## config.mk

```make
export PLATFORM = sky130hd
export DESIGN_NAME = bit_demux32
export DESIGN_NICKNAME = d
export VERILOG_FILES = /design/src/rtl/bit_demux32_pkg.sv /design/src/rtl/bit_demux32_dec5to32.sv /design/src/rtl/bit_demux32.sv
export SDC_FILE = /design/constraint.sdc
export NUM_CORES = 1
export LEC_CHECK = 0
export ABC_AREA = 1
export CAP_MARGIN = 40
export CORE_ASPECT_RATIO = 1.75
export CORE_MARGIN = 1
export CORE_UTILIZATION = 35
export CTS_CLUSTER_SIZE = 25
export DETAILED_ROUTE_END_ITERATION = 10
export GPL_ROUTABILITY_DRIVEN = 0
export GPL_TIMING_DRIVEN = 0
export PLACE_DENSITY = 0.52
export SLEW_MARGIN = 10
export SYNTH_ARGS = -nofsm -noshare
export SYNTH_HDL_FRONTEND = slang
export SYNTH_SLANG_ARGS = --single-unit
```

## constraint.sdc

```tcl
create_clock -name clk -period 4.17 [get_ports clk]
set_input_delay 1.251 -clock clk [delete_from_list [all_inputs] [get_ports clk]]
set_output_delay 1.251 -clock clk [all_outputs]
set_load 0.1 [all_outputs]
```

## src/rtl/bit_demux32_pkg.sv

```systemverilog
// Shared types and constants for the 32-bit serial-to-parallel bit demux.
package bit_demux32_pkg;

   localparam int WORD_W = 32;
   localparam int IDX_W  = 5;

   localparam logic MODE_ADDR = 1'b0;
   localparam logic MODE_SEQ  = 1'b1;

   typedef enum logic {
      FILL = 1'b0,
      HOLD = 1'b1
   } state_t;

endpackage

```

## src/rtl/bit_demux32_dec5to32.sv

```systemverilog
// 5-to-32 one-hot write-enable decoder; combinational, all zeros when en is low.
module dec5to32
   import bit_demux32_pkg::*;
(
   input  logic [IDX_W-1:0]  index,
   input  logic              en,
   output logic [WORD_W-1:0] onehot
);

   always_comb begin
      onehot = '0;
      if (en) onehot[index] = 1'b1;
   end

endmodule

```

## src/rtl/bit_demux32.sv

```systemverilog
// Assembles serial bits into a 32-bit word (addressed or sequential fill); word_valid one cycle after completing bit.
// Stalls input (in_ready=0) while a completed word waits for word_ready; optional word_parity under BIT_DEMUX32_PARITY_EN.
module bit_demux32
   import bit_demux32_pkg::*;
#(
   parameter int unsigned CLEAR_ON_POP = 1
)
(
   input  logic              clk,
   input  logic              rst_n,
   input  logic              in_valid,
   output logic              in_ready,
   input  logic              din,
   input  logic [IDX_W-1:0]  sel,
   input  logic              mode,
   output logic [WORD_W-1:0] Y,
   output logic              word_valid,
   input  logic              word_ready,
   output logic [IDX_W-1:0]  idx
`ifdef BIT_DEMUX32_PARITY_EN
   ,
   output logic              word_parity
`endif
);

   state_t              state;
   logic [WORD_W-1:0]   mask;
   logic                mode_lat;
   logic                started;

   logic                accept;
   logic                pop;
   logic                cur_mode;
   logic                done;
   logic [IDX_W-1:0]    wr_idx;
   logic [WORD_W-1:0]   we;
   logic [WORD_W-1:0]   y_next;
   logic [WORD_W-1:0]   mask_next;

   assign in_ready   = (state == FILL);
   assign word_valid = (state == HOLD);
   assign accept     = in_valid & in_ready;
   assign pop        = word_valid & word_ready;

   // Mode is sampled only on the first bit of a word, then the latched copy rules.
   assign cur_mode  = started ? mode_lat : mode;
   assign wr_idx    = (cur_mode == MODE_SEQ) ? idx : sel;
   assign y_next    = (Y & ~we) | (we & {WORD_W{din}});
   assign mask_next = mask | we;
   assign done      = (cur_mode == MODE_SEQ) ? (idx == IDX_W'(WORD_W - 1)) : (&mask_next);

   dec5to32 u_dec (
      .index  (wr_idx),
      .en     (accept),
      .onehot (we)
   );

`ifdef BIT_DEMUX32_PARITY_EN
   logic par_q;
   assign word_parity = par_q & word_valid;
`endif

   always_ff @(posedge clk or negedge rst_n) begin
      if (!rst_n) begin
         state    <= FILL;
         Y        <= '0;
         idx      <= '0;
         mask     <= '0;
         mode_lat <= MODE_ADDR;
         started  <= 1'b0;
`ifdef BIT_DEMUX32_PARITY_EN
         par_q    <= 1'b0;
`endif
      end else begin
         case (state)
            FILL: begin
               if (accept) begin
                  Y        <= y_next;
                  mask     <= mask_next;
                  mode_lat <= cur_mode;
                  started  <= 1'b1;
                  if (cur_mode == MODE_SEQ) idx <= idx + IDX_W'(1);
                  if (done) begin
                     state <= HOLD;
`ifdef BIT_DEMUX32_PARITY_EN
                     par_q <= ^y_next;
`endif
                  end
               end
            end
            HOLD: begin
               if (pop) begin
                  state   <= FILL;
                  mask    <= '0;
                  idx     <= '0;
                  started <= 1'b0;
                  if (CLEAR_ON_POP != 0) Y <= '0;
`ifdef BIT_DEMUX32_PARITY_EN
                  par_q   <= 1'b0;
`endif
               end
            end
            default: state <= FILL;
         endcase
      end
   end

endmodule

```

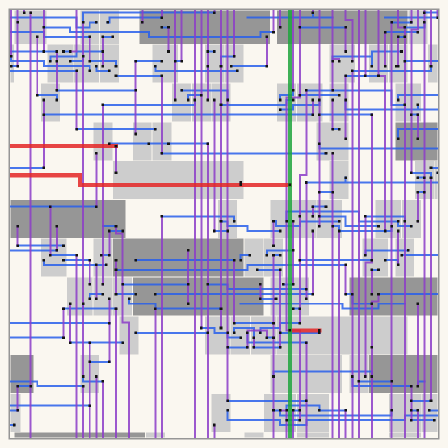
run_1/detail.png
Region (25, 54) to (55, 84) um. Cells in grey, sequential cells in the stronger grey; small squares are vias.
- green: metal 4
- blue: metal 1
- purple: metal 2
- red: metal 3
- netlist names of flops here include: mask (6), word_valid (1)
- cells with their middle in the window: 67
- most frequent: nand2_1 (16), inv_1 (9)
- sequential cells in the window: 7

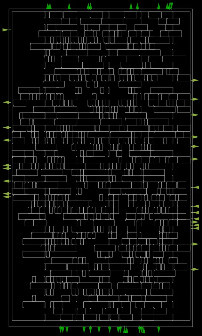
run_1/placement.png
tap cell instance count: 127
sequential cell count: 72
floorplan core area: 0.0102 mm^2

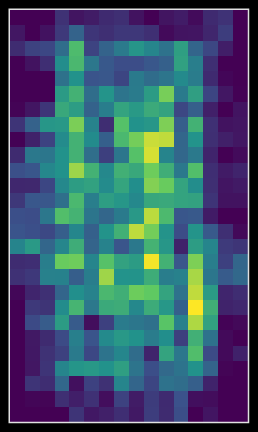
run_1/metal_density.png
Drawn at 3 px/um. The die is cut into 16 by 27 equal tiles; dark purple is low, yellow is high, scaled to the fullest tile. Values are wire area over tile area, all layers added.
- mean over tiles: 0.14
- densest ninth of the die: middle
- nearly empty tiles: 12%
- emptiest ninth of the die: bottom left
- fullest tile: 0.44
routed wire length per instance: 13.8 um
via count of the routed design: 3385
Routed WL: 9870 um
Total Routing Usage GR: 0.198

run 1: synthesized netlist by cell type:
library cell	number
sky130_fd_sc_hd__nand2_1	149
sky130_fd_sc_hd__inv_1	79
sky130_fd_sc_hd__dfrtp_1	72
sky130_fd_sc_hd__o21ai_0	60
sky130_fd_sc_hd__nand3_1	38
sky130_fd_sc_hd__clkbuf_1	15
sky130_fd_sc_hd__nor2_1	13
sky130_fd_sc_hd__a21oi_1	12
sky130_fd_sc_hd__o22ai_1	11
sky130_fd_sc_hd__nor2_2	9
sky130_fd_sc_hd__nand2_2	4
sky130_fd_sc_hd__nor2_4	4
sky130_fd_sc_hd__o21ai_2	4
sky130_fd_sc_hd__nand4_1	3
sky130_fd_sc_hd__clkinv_1	2
sky130_fd_sc_hd__ha_1	2
sky130_fd_sc_hd__nand2_4	2
sky130_fd_sc_hd__nand3_2	2
sky130_fd_sc_hd__inv_2	1
sky130_fd_sc_hd__nand3b_1	1
sky130_fd_sc_hd__xor2_1	1
run 1: worst min-delay path: stages, from the launching register on:
cell                      delay, ns
sky130_fd_sc_hd__dfrtp_1       0.37
sky130_fd_sc_hd__inv_1         0.05
sky130_fd_sc_hd__o22ai_1       0.06
run 1: cell families after synthesis:
family | after synthesis | synth area share
buffers and inverters | 97 | 0.0996
XOR/XNOR | 1 | 0.00240
flip-flops | 72 | 0.493
adder cells (fa/ha/maj) | 2 | 0.00684
AND/OR/NAND/NOR | 225 | 0.272
AND-OR/OR-AND | 87 | 0.127
run 1: cell type report:
class                      count  share of cell area
tap                          127              0.0306
sequential                    72               0.347
timing repair buffer          89               0.212
clock buffer                  15              0.0516
multi-input combinational    315               0.288
inverter                      82              0.0594
buffer                        15              0.0109
run 1: through the flow:
| stage | cell area (um^2) | util | setup slack [ns] | total power (uW) |
|---|---|---|---|---|
| after global placement | 4310 | 0.421 | -0.784 | 3130 |
| after global routing | 5180 | 0.506 | 0.652 | 4530 |
| after floorplan | 3660 | - | 0.849 | 2660 |
| final | 5180 | 0.506 | 0.734 | 4310 |
| after CTS | 5180 | 0.506 | 0.718 | 4340 |
| after detailed placement | 4920 | 0.480 | 0.758 | 3620 |
run 1: worst min-delay path by stage:
stage	startpoint	end	slack [ns]	cells past startpoint
after detailed placement	Y[27]	Y[27]	0.52	2
after global routing	mask[21]	mask[21]	0.55	2
after floorplan	mask[25]	mask[25]	0.50	2
after CTS	Y[27]	Y[27]	0.53	2
final	Y[27]	Y[27]	0.53	2
after global placement	mask[28]	mask[28]	0.52	2
run 1: where the power goes:
group / switching [uW] / total (uW) / internal, uW
Clock: 273 / 705 / 433
Combinational: 1680 / 2530 / 853
Sequential: 118 / 1070 / 953
Total: 2070 / 4310 / 2240
run 1: flip-flops by register name (all words and copies together), names as in the netlist:
name and flops:
mask 32, mode_lat 1, idx 5, word_valid 1, started 1, Y 32
run 1: per-layer routing:
metal,up-vias,GRT usage
li1,1722,-
met1,1591,0.232
met2,57,0.354
met3,15,0.0272
met4,0,0.0869
met5,-,0
==> results_tabular.tex, run 1 <==
% Yosys + OpenROAD metrics
\begin{tabular}{lr}
\hline
Metric & Value \\
\hline
\multicolumn{2}{l}{\textbf{Run status}} \\
Outcome & complete, no violations \\
\multicolumn{2}{l}{\textbf{Detailed routing}} \\
TritonRoute pass-1 iters & 4 \\
Violation count after the first detailed-route iteration & 133 \\
Via/cell ratio & 4.73 \\
Amount of wire on met3 after detailed routing & 250 um \\
Met2 wire length & 5330 um \\
Uppermost routed layer & met4 \\
\multicolumn{2}{l}{\textbf{STA}} \\
Setup TNS & 0 ns \\
Hold Fails Final Rpt & 0 \\
Count of endpoints failing setup in the final report & 0 \\
Smallest hold slack & 0.529 ns \\
Final period demand of the worst path & 3.44 ns \\
\multicolumn{2}{l}{\textbf{Cells and area}} \\
Tally of non-filler cells in the final layout & 715 \\
Net total in the final layout & 597 \\
Area Growth Syn to Fin & 41.8\% \\
Register area & 0.00180 mm\^{}2 \\
Most frequent logic cell in the layout & sky130\_fd\_sc\_hd\_\_nand2\_1 \\
Commonest cells after routing, fill and taps aside & 149 x sky130\_fd\_sc\_hd\_\_nand2\_1, 79 x sky130\_fd\_sc\_hd\_\_inv\_1, 72 x sky130\_fd\_sc\_hd\_\_dfrtp\_1 \\
\multicolumn{2}{l}{\textbf{Clock tree}} \\
H-tree Lvls & 3 \\
TritonCTS clock tree & yes \\
Cells resized by post-CTS repair & 0 \\
Maximum buffer depth of the clock tree & 2 \\
Number of buffers added by the clock tree synthesis step & 9 \\
\multicolumn{2}{l}{\textbf{Logic synthesis}} \\
Warnings from Yosys & 0 \\
Number of instances in the synthesized netlist & 484 \\
Chip area line of the yosys report & 0.00366 mm\^{}2 \\
Ys cells & 484 \\
Biggest area contributors in the synthesized netlist & sky130\_fd\_sc\_hd\_\_dfrtp\_1 49\%, sky130\_fd\_sc\_hd\_\_nand2\_1 15\%, sky130\_fd\_sc\_hd\_\_o21ai\_0 8.2\% \\
Synthesized area per cell & 7.56 um\^{}2 \\
Area share of the largest cell type after synthesis & 0.493 \\
\multicolumn{2}{l}{\textbf{Power and ir drop}} \\
Largest vdd supply drop & 0.602 mV \\
Power density relative to cell area & 831 mW/mm\^{}2 \\
Leakage power & 0.00257 uW \\
\multicolumn{2}{l}{\textbf{GRT}} \\
First-pass GRT wire length & 16100 um \\
\multicolumn{2}{l}{\textbf{Critical path}} \\
Critical path's top delay family & buffers and inverters \\
Cell with the largest stage delay on the worst path & sky130\_fd\_sc\_hd\_\_clkdlybuf4s50\_1 \\
Category of the worst setup path capture point & output pin \\
Critical setup path kind & reg2out \\
Launch instance of the worst register-to-register path & word\_valid \\
Number of cells on the critical path & 4 \\
Worst Path Required & 2.92 ns \\
CP peak stage delay & 0.61 ns \\
CP arrival & 2.18 ns \\
\multicolumn{2}{l}{\textbf{Hold path}} \\
Hold crit path type & reg2reg \\
\multicolumn{2}{l}{\textbf{Floorplanning}} \\
FP Core Util & 0.357 \\
Horizontal die size & 79.3 um \\
Rows & 49 \\
Number of ports placed on the die boundary & 50 \\
\multicolumn{2}{l}{\textbf{Job}} \\
Number of warnings in the stage logs & 26 \\
\multicolumn{2}{l}{\textbf{Place}} \\
Total half-perimeter wirelength after legalization and detailed placement & 7520 um \\
\hline
\end{tabular}
==> inputs of run 2 (changes only) <==
--- a/config.mk
+++ b/config.mk
@@ -14,7 +14,7 @@
 export DETAILED_ROUTE_END_ITERATION = 10
 export GPL_ROUTABILITY_DRIVEN = 0
 export GPL_TIMING_DRIVEN = 0
-export PLACE_DENSITY = 0.52
+export PLACE_DENSITY = 0.54
 export SLEW_MARGIN = 10
 export SYNTH_ARGS = -nofsm -noshare
 export SYNTH_HDL_FRONTEND = slang
==> constraint.sdc (replaced) <==
create_clock -name clk -period 2.8 [get_ports clk]
set_input_delay 0.84 -clock clk [delete_from_list [all_inputs] [get_ports clk]]
set_output_delay 0.84 -clock clk [all_outputs]
set_load 0.1 [all_outputs]
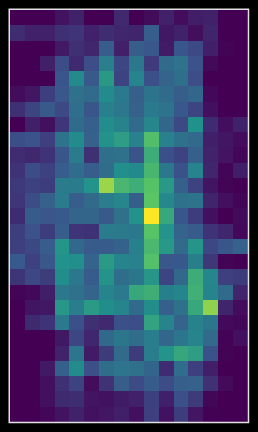
run_2/metal_density.png
Drawn at 3 px/um. The die is cut into 16 by 27 equal tiles; dark purple is low, yellow is high, scaled to the fullest tile. Values are wire area over tile area, all layers added.
- fullest tile: 0.60
- tiles over half the peak: 9.0%
- nearly empty tiles: 16%
- densest ninth of the die: middle
- mean over tiles: 0.14
routed wire length per instance: 13.8 um
via count of the routed design: 3446
Routed WL: 9900 um
Total Routing Usage GR: 0.199

==> results_tabular.tex, run 2 <==
% Yosys + OpenROAD metrics
\begin{tabular}{lr}
\hline
Metric & Value \\
\hline
\multicolumn{2}{l}{\textbf{STA}} \\
Period Utilization, post-route & 0.940 \\
Hold Fails Final Rpt & 0 (unchanged) \\
Smallest hold slack & 0.356 ns (-0.172 ns) \\
Final period demand of the worst path & 2.63 ns \\
Worst-case clock skew & 0.00532 ns \\
Slew at the pin closest to its max-slew limit & 0.514 ns \\
Final count of pins violating max slew & 0 \\
Setup TNS & 0 ns (unchanged) \\
Count of endpoints failing setup in the final report & 0 (unchanged) \\
Setup repair after global routing missed its margin & false \\
\multicolumn{2}{l}{\textbf{Logic synthesis}} \\
Synthesized area per cell & 7.56 um\^{}2 (unchanged) \\
EDFF count, synth & 0 (unchanged) \\
Async SR Flop Fraction & 1.00 (unchanged) \\
Most common cell in the netlist & sky130\_fd\_sc\_hd\_\_nand2\_1 \\
MUX share of area & 0 (unchanged) \\
Largest family of logic cells by area & simple AND/OR/NAND/NOR gates \\
Most frequently used flop master after synthesis & sky130\_fd\_sc\_hd\_\_dfrtp\_1 \\
Warnings from Yosys & 0 (unchanged) \\
Synth Area in Simple Gates & 0.272 (unchanged) \\
Chip area line of the yosys report & 0.00366 mm\^{}2 (unchanged) \\
Post-synth net total & 497 \\
Ys cells & 484 (unchanged) \\
Leading cell types by count after synthesis & 149 x sky130\_fd\_sc\_hd\_\_nand2\_1, 79 x sky130\_fd\_sc\_hd\_\_inv\_1, 72 x sky130\_fd\_sc\_hd\_\_dfrtp\_1, 60 x sky130\_fd\_sc\_hd\_\_o21ai\_0, 38 x sky130\_fd\_sc\_hd\_\_nand3\_1 \\
Compound-cell area share of the yosys netlist & 0.127 (unchanged) \\
Ys flops & 72 \\
Area share of the largest cell type after synthesis & 0.493 (unchanged) \\
Parity-gate share of the synthesized area counting xor and xnor cells & 0.00239 (unchanged) \\
Number of instances in the synthesized netlist & 484 (unchanged) \\
Adders+Majority by Area & 0.00684 (unchanged) \\
Syn Std Cell Area & 0.00366 mm\^{}2 \\
Biggest area contributors in the synthesized netlist & sky130\_fd\_sc\_hd\_\_dfrtp\_1 49\%, sky130\_fd\_sc\_hd\_\_nand2\_1 15\%, sky130\_fd\_sc\_hd\_\_o21ai\_0 8.2\% \\
\multicolumn{2}{l}{\textbf{Clock tree}} \\
Total clock sinks & 72 \\
Number of buffers inserted by hold repair at cts & 0 \\
Maximum buffer depth of the clock tree & 2 (unchanged) \\
H-tree Lvls & 3 (unchanged) \\
Number of buffers added by the clock tree synthesis step & 9 (unchanged) \\
TritonCTS clock tree & yes \\
Cell at the root of the clock tree & sky130\_fd\_sc\_hd\_\_clkbuf\_16 \\
Clock-pin transition on the worst setup and hold timing paths & 0.06 ns \\
\multicolumn{2}{l}{\textbf{Detailed routing}} \\
Post-route DRC violation count & 0 \\
Number of antenna-violating nets in the routed design & 0 \\
TritonRoute pass-1 iters & 4 (unchanged) \\
Violation count after the first detailed-route iteration & 283 (+110\%) \\
Via/cell ratio & 4.79 (+1.2\%) \\
\multicolumn{2}{l}{\textbf{Hold path}} \\
Hold crit path type & in2async \\
\multicolumn{2}{l}{\textbf{Cells and area}} \\
Share of final-layout standard cells stronger than drive strength 1 & 0.149 \\
Most frequent logic cell in the layout & sky130\_fd\_sc\_hd\_\_nand2\_1 \\
Net total in the final layout & 600 (+0.50\%) \\
Registers with the most flip-flops & Y x32, mask x32, idx x5 \\
Core utilization of the finished layout & 0.513 (+0.00660) \\
Area Growth Syn to Fin & 43.6\% \\
Commonest cells after routing, fill and taps aside & 148 x sky130\_fd\_sc\_hd\_\_nand2\_1, 79 x sky130\_fd\_sc\_hd\_\_inv\_1, 72 x sky130\_fd\_sc\_hd\_\_dfrtp\_1 \\
Filler Cell Count & 959 \\
\multicolumn{2}{l}{\textbf{GRT}} \\
First-pass GRT wire length & 16200 um (+0.47\%) \\
Global route overflow & 0 \\
Initial antenna violation count & 0 \\
Maximum number of pins on one net before global-route repair & 61 \\
\multicolumn{2}{l}{\textbf{Critical path}} \\
FF-to-FF setup slack & 0.74 ns \\
Critical path fanouts, max & 18 \\
Critical setup path kind & reg2out \\
Launch instance of the worst register-to-register path & word\_valid \\
Worst Path Required & 1.96 ns (-0.96 ns) \\
Launch point of the critical path & word\_valid \\
Critical Path Source Type & register \\
CP arrival & 1.79 ns (-0.39 ns) \\
Capturing point of the worst reg2reg path & word\_valid \\
Category of the worst setup path capture point & output pin \\
Crit path to & in\_ready \\
\multicolumn{2}{l}{\textbf{Floorplanning}} \\
Die H & 137 um \\
Floorplan core area & 0.0102 mm\^{}2 (unchanged) \\
Total die area & 0.0109 mm\^{}2 \\
Rows & 49 (unchanged) \\
FP Core Util & 0.357 (unchanged) \\
Number of ports placed on the die boundary & 50 (unchanged) \\
Horizontal die size & 79.3 um (unchanged) \\
\multicolumn{2}{l}{\textbf{Power and ir drop}} \\
Leakage power & 0.00261 uW (+1.7\%) \\
Largest vdd supply drop & 0.850 mV (+41\%) \\
Power density relative to cell area & 1250 mW/mm\^{}2 (+50\%) \\
\multicolumn{2}{l}{\textbf{Run status}} \\
Outcome & complete, no violations \\
\multicolumn{2}{l}{\textbf{Job}} \\
Number of warnings in the stage logs & 26 (unchanged) \\
Maxcap violations & 0 \\
\multicolumn{2}{l}{\textbf{Place}} \\
Total half-perimeter wirelength after legalization and detailed placement & 7350 um (-2.3\%) \\
I/O Buffers & 49 \\
\hline
\end{tabular}
run 2: netlist changes by cell type in the layout (fill, tap and decap cells not counted), moves of 2 or more:
cell / delta
sky130_fd_sc_hd__clkinv_2: +3
sky130_fd_sc_hd__clkbuf_1: -3
sky130_fd_sc_hd__clkinv_1: -2
sky130_fd_sc_hd__buf_4: +4
run 2: worst min-delay path by stage:
stage	from	end	slack, ns	cells past startpoint
after global routing	rst_n	Y[20]	0.36	1
final	rst_n	Y[16]	0.36	1
after CTS	rst_n	Y[16]	0.35	1
after detailed placement	Y[26]	Y[26]	0.52	2
after global placement	mask[25]	mask[25]	0.52	2
after floorplan	mask[25]	mask[25]	0.50	2
run 2: layout make-up:
type,count,area [um^2],area share
multi-input combinational,315,1500,0.285
timing repair buffer,93,1130,0.215
clock inverter,3,40.0,0.00762
sequential,72,1800,0.343
inverter,82,309,0.0588
buffer,14,52.6,0.0100
tap,127,159,0.0303
clock buffer,13,260,0.0495
run 2: layer usage:
metal,track usage,part of all wire,wire (um),vias up
li1,-,-,-,1732
met3,0.0364,0.033,322,17
met1,0.236,0.42,4150,1634
met5,0,0,0,-
met4,0.0949,0.034,333,0
met2,0.343,0.51,5090,63
run 2: cells by family after synthesis:
group | count (synthesis)
AND-OR/OR-AND | 87
adder cells (fa/ha/maj) | 2
XOR/XNOR | 1
AND/OR/NAND/NOR | 225
buffers and inverters | 97
flip-flops | 72
run 2: repair_timing:
action                     CTS  global route
gates resized                1             3
hold endpoints to repair     0             0
setup buffers                0             4
pin swaps                    0             2
setup endpoints to repair    1            24
run 2: report_power, final:
part | leakage (uW) | switching (uW) | internal [uW] | total (uW)
Combinational | 0.00154 | 2490 | 1290 | 3780
Sequential | 0.000923 | 181 | 1420 | 1600
Clock | 0.000150 | 435 | 736 | 1170
run 2: per-stage QoR:
stage                     std cells  setup slack (ns)  total power (uW)  cell area, um^2
after floorplan                 484            0.0980              3960             3660
after global placement          660             -1.67              4650             4310
after global routing            719           0.00125              6880             5250
after CTS                       715             0.115              6580             5220
final                           719             0.168              6550             5250
after detailed placement        700            -0.229              5390             4920
run 2: critical path, cell delays in order, from the launching register on:
cell and delay [ns]:
sky130_fd_sc_hd__dfrtp_1 0.42, sky130_fd_sc_hd__clkinv_2 0.23, sky130_fd_sc_hd__clkdlybuf4s50_1 0.59, sky130_fd_sc_hd__buf_8 0.21
==> inputs of run 3 (changes only) <==
--- a/config.mk
+++ b/config.mk
@@ -19,3 +19,4 @@
 export SYNTH_ARGS = -nofsm -noshare
 export SYNTH_HDL_FRONTEND = slang
 export SYNTH_SLANG_ARGS = --single-unit
+export TNS_END_PERCENT = 30
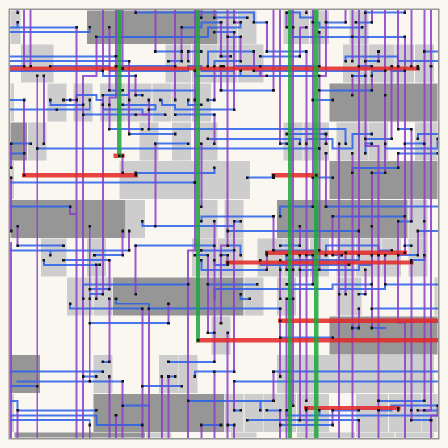
run_3/detail.png
Region (25, 54) to (55, 84) um. Cells in grey, sequential cells in the stronger grey; small squares are vias.
- blue: metal 1
- red: metal 3
- green: metal 4
- purple: metal 2
- netlist names of flops here include: mask (8)
- cells with their middle in the window: 72
- most frequent: nand2_1 (18), nand3_1 (9), o21ai_0 (9)
- sequential cells in the window: 8

==> results_tabular.tex, run 3 <==
% Yosys + OpenROAD metrics
\begin{tabular}{lr}
\hline
Metric & Value \\
\hline
\multicolumn{2}{l}{\textbf{Detailed routing}} \\
Post-route DRC violation count & 0 (unchanged) \\
Via/cell ratio & 4.79 (unchanged) \\
Number of antenna-violating nets in the routed design & 0 (unchanged) \\
TritonRoute pass-1 iters & 4 (unchanged) \\
Via count of the routed design & 3446 (unchanged) \\
Violation count after the first detailed-route iteration & 283 (unchanged) \\
\multicolumn{2}{l}{\textbf{Logic synthesis}} \\
Largest family of logic cells by area & simple AND/OR/NAND/NOR gates \\
Leading cell types by count after synthesis & 149 x sky130\_fd\_sc\_hd\_\_nand2\_1, 79 x sky130\_fd\_sc\_hd\_\_inv\_1, 72 x sky130\_fd\_sc\_hd\_\_dfrtp\_1, 60 x sky130\_fd\_sc\_hd\_\_o21ai\_0, 38 x sky130\_fd\_sc\_hd\_\_nand3\_1 \\
Area share of the largest cell type after synthesis & 0.493 (unchanged) \\
Warnings from Yosys & 0 (unchanged) \\
Parity-gate share of the synthesized area counting xor and xnor cells & 0.00239 (unchanged) \\
Post-synth net total & 497 (unchanged) \\
Syn Std Cell Area & 0.00366 mm\^{}2 (unchanged) \\
Compound-cell area share of the yosys netlist & 0.127 (unchanged) \\
Biggest area contributors in the synthesized netlist & sky130\_fd\_sc\_hd\_\_dfrtp\_1 49\%, sky130\_fd\_sc\_hd\_\_nand2\_1 15\%, sky130\_fd\_sc\_hd\_\_o21ai\_0 8.2\% \\
Synth Area in Simple Gates & 0.272 (unchanged) \\
Synthesized area per cell & 7.56 um\^{}2 (unchanged) \\
Chip area line of the yosys report & 0.00366 mm\^{}2 (unchanged) \\
Number of instances in the synthesized netlist & 484 (unchanged) \\
\multicolumn{2}{l}{\textbf{Critical path}} \\
Critical Path Source Type & register \\
Cell with the largest stage delay on the worst path & sky130\_fd\_sc\_hd\_\_clkdlybuf4s50\_1 \\
CP Cell Sequence & clkinv\_2, clkdlybuf4s50\_1, buf\_8 \\
CP arrival & 1.79 ns (about the same) \\
CP peak stage delay & 0.59 ns (about the same) \\
Critical setup path kind & reg2out \\
Worst Path Required & 1.96 ns (about the same) \\
\multicolumn{2}{l}{\textbf{Clock tree}} \\
Total clock sinks & 72 (unchanged) \\
Number of buffers inserted by hold repair at cts & 0 (unchanged) \\
Maximum buffer depth of the clock tree & 2 (unchanged) \\
H-tree Lvls & 3 (unchanged) \\
Cell at the root of the clock tree & sky130\_fd\_sc\_hd\_\_clkbuf\_16 \\
TritonCTS clock tree & yes \\
Clock-pin transition on the worst setup and hold timing paths & 0.06 ns (about the same) \\
\multicolumn{2}{l}{\textbf{Cells and area}} \\
Share of final-layout standard cells stronger than drive strength 1 & 0.149 (unchanged) \\
Registers with the most flip-flops & Y x32, mask x32, idx x5 \\
Area Growth Syn to Fin & 43.6\% (unchanged) \\
Filler Cell Count & 959 (unchanged) \\
Commonest cells after routing, fill and taps aside & 148 x sky130\_fd\_sc\_hd\_\_nand2\_1, 79 x sky130\_fd\_sc\_hd\_\_inv\_1, 72 x sky130\_fd\_sc\_hd\_\_dfrtp\_1 \\
Tally of non-filler cells in the final layout & 719 (unchanged) \\
Most frequent logic cell in the layout & sky130\_fd\_sc\_hd\_\_nand2\_1 \\
Post-route cell area & 0.00525 mm\^{}2 (unchanged) \\
\multicolumn{2}{l}{\textbf{Power and ir drop}} \\
Largest vdd supply drop & 0.850 mV (unchanged) \\
Leakage power & 0.00261 uW (unchanged) \\
Power after layout & 6550 uW (unchanged) \\
\multicolumn{2}{l}{\textbf{STA}} \\
Hold Fails Final Rpt & 0 (unchanged) \\
Final count of pins violating max slew & 0 (unchanged) \\
Setup slack after layout & 0.168 ns (unchanged) \\
Count of endpoints failing setup in the final report & 0 (unchanged) \\
Setup repair after global routing missed its margin & false \\
Period Utilization, post-route & 0.940 (unchanged) \\
Setup TNS & 0 ns (unchanged) \\
\multicolumn{2}{l}{\textbf{GRT}} \\
Initial antenna violation count & 0 (unchanged) \\
Maximum number of pins on one net before global-route repair & 61 (unchanged) \\
Total Routing Usage GR & 0.199 (unchanged) \\
\multicolumn{2}{l}{\textbf{Place}} \\
Dpl ws & -0.229 ns (unchanged) \\
Post-placement cell count & 700 (unchanged) \\
Placement-stage cell area & 0.00492 mm\^{}2 (unchanged) \\
\multicolumn{2}{l}{\textbf{Job}} \\
Maxcap violations & 0 (unchanged) \\
Number of warnings in the stage logs & 26 (unchanged) \\
\multicolumn{2}{l}{\textbf{Floorplanning}} \\
Total die area & 0.0109 mm\^{}2 (unchanged) \\
Rows & 49 (unchanged) \\
\multicolumn{2}{l}{\textbf{Run status}} \\
Outcome & complete, no violations \\
\multicolumn{2}{l}{\textbf{Hold path}} \\
Hold crit path type & in2async \\
\hline
\end{tabular}
-- run 3: cell counts after synthesis --
No cell type changed its count.
-- run 3: metrics by stage --
| stage | utilization | hold slack (ns) |
|---|---|---|
| floorplan | - | 0.504 |
| global placement | 0.421 | 0.520 |
| detailed placement | 0.480 | 0.521 |
| CTS | 0.509 | 0.351 |
| global route | 0.513 | 0.359 |
| finish | 0.513 | 0.356 |
-- run 3: what timing repair did --
action / in CTS / in global routing
resized: 1 / 3
endpoints found under the hold margin: 0 / 0
setup endpoints to repair: 1 / 24
buffers inserted: 0 / 4
pin swaps: 0 / 2
-- run 3: layer usage --
metal,vias to the layer above,share of wire,routed length [um],track usage
met5,-,0,0,0
met4,0,0.034,333,0.0949
met3,17,0.033,322,0.0364
met2,63,0.51,5090,0.343
met1,1634,0.42,4150,0.236
li1,1732,-,-,-
-- run 3: area by class of cell --
type / count / area [um^2] / share of cell area
Buffer: 14 / 52.6 / 0.0100
Clock buffer: 13 / 260 / 0.0495
Clock inverter: 3 / 40.0 / 0.00762
Inverter: 82 / 309 / 0.0588
Multi-Input combinational cell: 315 / 1500 / 0.285
Sequential cell: 72 / 1800 / 0.343
Tap cell: 127 / 159 / 0.0303
Timing Repair Buffer: 93 / 1130 / 0.215
-- run 3: logic make-up (layout without fill, tap and decap cells) --
group                      Yosys count  after routing
and+or+nand+nor                    225            225
AOI/OAI and AO/OA                   87             87
DFF                                 72             72
buffers and inverters               97            205
adders and majority gates            2              2
xor gates and xnor gates             1              1
-- run 3: final timing paths --
kind | start | to | depth (start not counted)
max in group asynchronous | rst_n | mask[26] | 2
setup reg to reg | word_valid | word_valid | 11
hold / removal | rst_n | Y[16] | 1
setup / recovery | word_valid | in_ready | 3
hold reg to reg | Y[26] | Y[26] | 2
min in group clk | Y[26] | Y[26] | 2
-- run 3: critical path, delay by kind of cell, from the launching register on --
kind	cells	cell delay, ns
flops	1	0.42
buf+inv	3	1.03
-- run 3: report_power, final --
part / total, uW / internal, uW / switching [uW]
clock network: 1170 / 736 / 435
logic: 3780 / 1290 / 2490
registers: 1600 / 1420 / 181
Power and IR drop assume default switching activity.
